Fig. 1: floorplan with the power grid
Pins as bars on the die edge. Tap cells in gray.
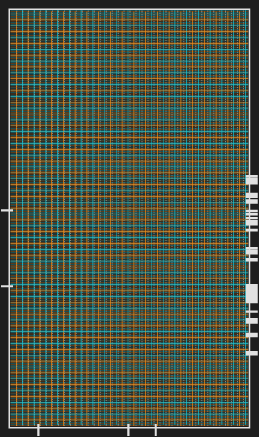
Fig. 2: placed cells, one color a class
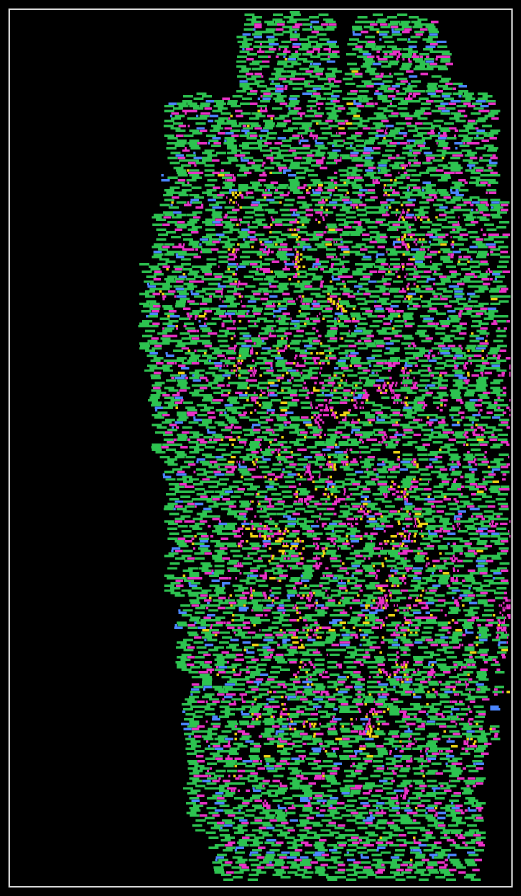
===== src/rtl/ram_dev.sv =====
// ram_dev: device-side RAM responder for the motherboard device bus.
// A request is latched from ctrl in IDLE. After LATENCY cycles the access is
// performed on the internal word array and completion is reported on stat.
// stat is held until the motherboard withdraws ctrl (four-phase handshake).
module ram_dev #(
  parameter int WORD_WIDTH = 16,
  parameter int DEPTH      = 256,
  parameter int LATENCY    = 2,
  parameter logic [WORD_WIDTH-1:0] CTRL_READ  = WORD_WIDTH'(16'h0001),
  parameter logic [WORD_WIDTH-1:0] CTRL_WRITE = WORD_WIDTH'(16'h0002),
  parameter logic [WORD_WIDTH-1:0] STAT_IDLE  = WORD_WIDTH'(0),
  parameter logic [WORD_WIDTH-1:0] STAT_BUSY  = WORD_WIDTH'(1),
  parameter logic [WORD_WIDTH-1:0] STAT_DONE  = WORD_WIDTH'(2),
  parameter logic [WORD_WIDTH-1:0] STAT_ERR   = WORD_WIDTH'(3)
) (
  input  logic                  clk,
  input  logic                  rst,
  input  logic [WORD_WIDTH-1:0] ctrl,
  output logic [WORD_WIDTH-1:0] stat,
  input  logic [WORD_WIDTH-1:0] addr,
  input  logic [WORD_WIDTH-1:0] data_in,
  output logic [WORD_WIDTH-1:0] data_out
);

  // Index width into the array; the counter only ever holds LATENCY-1 down to 0.
  localparam int AW = (DEPTH > 1) ? $clog2(DEPTH) : 1;
  localparam int CW = (LATENCY > 1) ? $clog2(LATENCY) : 1;
  localparam logic [CW-1:0] CNT_INIT = CW'(LATENCY - 1);
  // One extra bit so DEPTH == 2**WORD_WIDTH still compares correctly.
  localparam logic [WORD_WIDTH:0] DEPTH_LIMIT = (WORD_WIDTH + 1)'(DEPTH);

  typedef enum logic [1:0] {
    S_IDLE,
    S_BUSY,
    S_DONE
  } state_t;

  typedef enum logic [1:0] {
    REQ_READ,
    REQ_WRITE,
    REQ_ERR
  } req_t;

  state_t                  state;
  state_t                  state_next;
  req_t                    req_class;
  req_t                    req_decoded;
  logic [CW-1:0]           count;
  logic [AW-1:0]           lat_addr;
  logic [WORD_WIDTH-1:0]   lat_data;
  logic                    in_range;
  logic                    sample;
  logic                    finish;
  logic                    release_req;
  logic [WORD_WIDTH-1:0]   mem [DEPTH];

  // Classify the request presented on ctrl/addr; only used at the sample edge.
  always_comb begin
    in_range    = ({1'b0, addr} < DEPTH_LIMIT);
    req_decoded = REQ_ERR;
    if (in_range && (ctrl == CTRL_READ)) begin
      req_decoded = REQ_READ;
    end else if (in_range && (ctrl == CTRL_WRITE)) begin
      req_decoded = REQ_WRITE;
    end
  end

  // Next-state logic plus one-cycle event strobes for the datapath.
  always_comb begin
    state_next  = state;
    sample      = 1'b0;
    finish      = 1'b0;
    release_req = 1'b0;
    case (state)
      S_IDLE: begin
        if (ctrl != '0) begin
          state_next = S_BUSY;
          sample     = 1'b1;
        end
      end
      S_BUSY: begin
        if (count == '0) begin
          state_next = S_DONE;
          finish     = 1'b1;
        end
      end
      S_DONE: begin
        if (ctrl == '0) begin
          state_next  = S_IDLE;
          release_req = 1'b1;
        end
      end
      default: state_next = S_IDLE;
    endcase
  end

  // State register; reset aborts any transaction in flight.
  always_ff @(posedge clk or posedge rst) begin
    if (rst) begin
      state <= S_IDLE;
    end else begin
      state <= state_next;
    end
  end

  // Request latch, latency counter, status word and read data register.
  always_ff @(posedge clk or posedge rst) begin
    if (rst) begin
      count     <= '0;
      req_class <= REQ_ERR;
      lat_addr  <= '0;
      lat_data  <= '0;
      stat      <= STAT_IDLE;
      data_out  <= '0;
    end else begin
      if (sample) begin
        req_class <= req_decoded;
        lat_addr  <= addr[AW-1:0];
        lat_data  <= data_in;
        count     <= CNT_INIT;
        stat      <= STAT_BUSY;
      end else if ((state == S_BUSY) && !finish) begin
        count <= count - 1'b1;
      end
      if (finish) begin
        stat <= (req_class == REQ_ERR) ? STAT_ERR : STAT_DONE;
        if (req_class == REQ_READ) begin
          data_out <= mem[lat_addr];
        end
      end
      if (release_req) begin
        stat <= STAT_IDLE;
      end
    end
  end

  // Array write port; contents survive reset, and an uncommitted write is
  // dropped because reset forces the state away from BUSY.
  always_ff @(posedge clk) begin
    if (finish && (req_class == REQ_WRITE)) begin
      mem[lat_addr] <= lat_data;
    end
  end

endmodule


===== config.mk =====
export PLATFORM = sky130hd
export DESIGN_NAME = ram_dev
export DESIGN_NICKNAME = d
export VERILOG_FILES = /design/src/rtl/ram_dev.sv
export SDC_FILE = /design/constraint.sdc
export NUM_CORES = 2
export LEC_CHECK = 0
export CORE_ASPECT_RATIO = 1.75
export CORE_UTILIZATION = 30
export CTS_CLUSTER_SIZE = 30
export DETAILED_ROUTE_END_ITERATION = 10
export DONT_BUFFER_PORTS = 1
export PLACE_DENSITY = 0.48
export SLEW_MARGIN = 10
export SYNTH_ARGS = -nofsm -noshare
export SYNTH_HDL_FRONTEND = slang
export SYNTH_SLANG_ARGS = --single-unit

===== constraint.sdc =====
create_clock -name clk -period 5.7 [get_ports clk]
set_clock_uncertainty 0.15 [all_clocks]
set_input_delay 1.14 -clock clk [delete_from_list [all_inputs] [get_ports clk]]
set_output_delay 1.14 -clock clk [all_outputs]
set_load 0.01 [all_outputs]

==> flow_summary.toml <==
# generated from flow reports
[drt]
wl_um = 506000
dr.pass1.iters = 8
drt-vias-per-instance = 5.22
wire_per_inst_um = 34.0
drtIter0Drc = 7698

[clock_network]
insertion_delay_ns = 1.01
cts_tree = "yes"
cts-root-buf = "clkbuf_16"

[pwr]
peakVddDrop_mv = 0.360
power.leakage_uw = 0.0562

[critical_path]
cp-end-kind = "flop"
crit_path_top_delay_cell = "dfrtp_4"
cp_top_family = "simple AND/OR/NAND/NOR gates"
worstSetupPathType = "flop to flop"

[logic_synthesis]
ys_chip_area_mm2 = 0.159
ff_type = "edfxtp_1"
synth-edff-count = 4096
largest_area_cell = "edfxtp_1"

[sta]
finalSetupViolations = 0
rsz0062_at_grt = "no"
finalClockPeriodUsage = 0.905
period_minus_slack_ns = 5.16

[placed_design]
dp_hpwl_um = 325000

[status]
outcome = "complete, no violations"

[final_layout]
layout-drive-gt1-share = 0.297
area_delta_synth_final_pct = 15.3
layout.cells.non_filler = 14900
final_cell_area_mm2 = 0.183

[global_route]
antenna_found_initial = 25

[flow_run]
drv_cap = 0
Notes on Fig. 1 above:
- orange: VSS
- cyan: VDD
- signal pins: 82
- tap cells: 6,922

Notes on Fig. 2 above:
- yellow: remaining buffers and delay cells (cells 592; share of their area 3.0%)
- green: registers (cells 4,143; share of their area 71%)
- blue: clock drivers and dummy loads (cells 661; share of their area 6.9%)
- magenta: remaining logic cells (cells 2,551; share of their area 19%)

[power by group]
| part | internal, uW | switching [uW] |
|---|---|---|
| Sequential | 38300 | 1720 |
| Combinational | 10300 | 20100 |
| Clock | 14100 | 11400 |
[worst paths after layout]
kind                       slack, ns            to  cells past startpoint         start
max                             0.54  data_out[10]                     10   lat_addr[1]
min reg2reg                     0.35  req_class[1]                      2  req_class[1]
max reg2reg                     0.54  data_out[10]                     10   lat_addr[1]
max in group asynchronous       3.70   lat_addr[5]                      3           rst
min                             0.14   lat_addr[6]                      1       addr[6]
min in group asynchronous       0.49   lat_data[2]                      2           rst
[routing by layer]
| layer | vias to the layer above | track usage | part of all wire |
|---|---|---|---|
| met2 | 2605 | 0.349 | 0.54 |
| li1 | 31200 | - | - |
| met4 | 8 | 0.104 | 0.062 |
| met1 | 43100 | 0.207 | 0.35 |
| met5 | - | 0 | 0.000099 |
| met3 | 767 | 0.0223 | 0.046 |
[per-stage QoR]
stage,hold WS (ns),total power (uW),utilization,setup WS [ns]
after floorplan,0.305,56900,-,1.57
after global placement,0.328,71400,0.324,-0.884
after detailed placement,0.342,71800,0.324,0.485
after CTS,0.0987,97200,0.347,0.461
after global routing,0.111,98500,0.347,0.575
final,0.143,96000,0.347,0.544
[cell usage in the layout (no fill, tap or decap), drive strengths merged, types with 46 or more instances in the layout]
cell type,Yosys,final
mux2,58,58
edfxtp,4096,4096
clkbuf,141,453
o21ai,59,59
nand2,142,142
dfrtp,46,46
mux2i,272,272
o22ai,188,188
clkinv,1,142
nor2,315,315
buf,283,591
mux4,968,968
nor3,66,66
[what timing repair did]
action / in CTS / in global routing
setup buffers: 0 / 0
resized: 0 / 0
hold endpoints to repair: 16 / 0
hold buffers: 1 / 0
[worst register-to-register path: stages, from the launching register on]
cell and delay (ns):
dfrtp_4 1.03, buf_12 0.48, or3b_2 0.21, buf_4 0.34
o22ai_1 0.33, nor4_1 1.00, buf_4 0.25, o22ai_1 0.23
nor3_1 0.72, buf_4 0.23, o32a_1 0.13
[final cells by class]
type	instances	area, um^2	share of cell area
sequential	4143	124000	0.679
inverter	9	42.5	0.000233
tap	6922	8660	0.0473
multi-input combinational	2542	32800	0.179
clock buffer	453	9710	0.0531
clock inverter	208	2250	0.0123
timing repair buffer	592	5190	0.0284
antenna	11	27.5	0.000150
[flip-flops by register name, summed over array words and instances (netlist names)]
signal and flops:
data_out 16, state 2, req_class 2, count 1, stat 2, mem 4096, lat_data 16, lat_addr 8
[kinds of logic after synthesis]
group / share of synthesized area
muxes: 0.159
DFF: 0.783
AOI/OAI and AO/OA: 0.0253
buffers and inverters: 0.0145
xor gates and xnor gates: 0.000110
and+or+nand+nor: 0.0186
other: 0.0000236
Power is estimated from default activity; no workload was simulated.
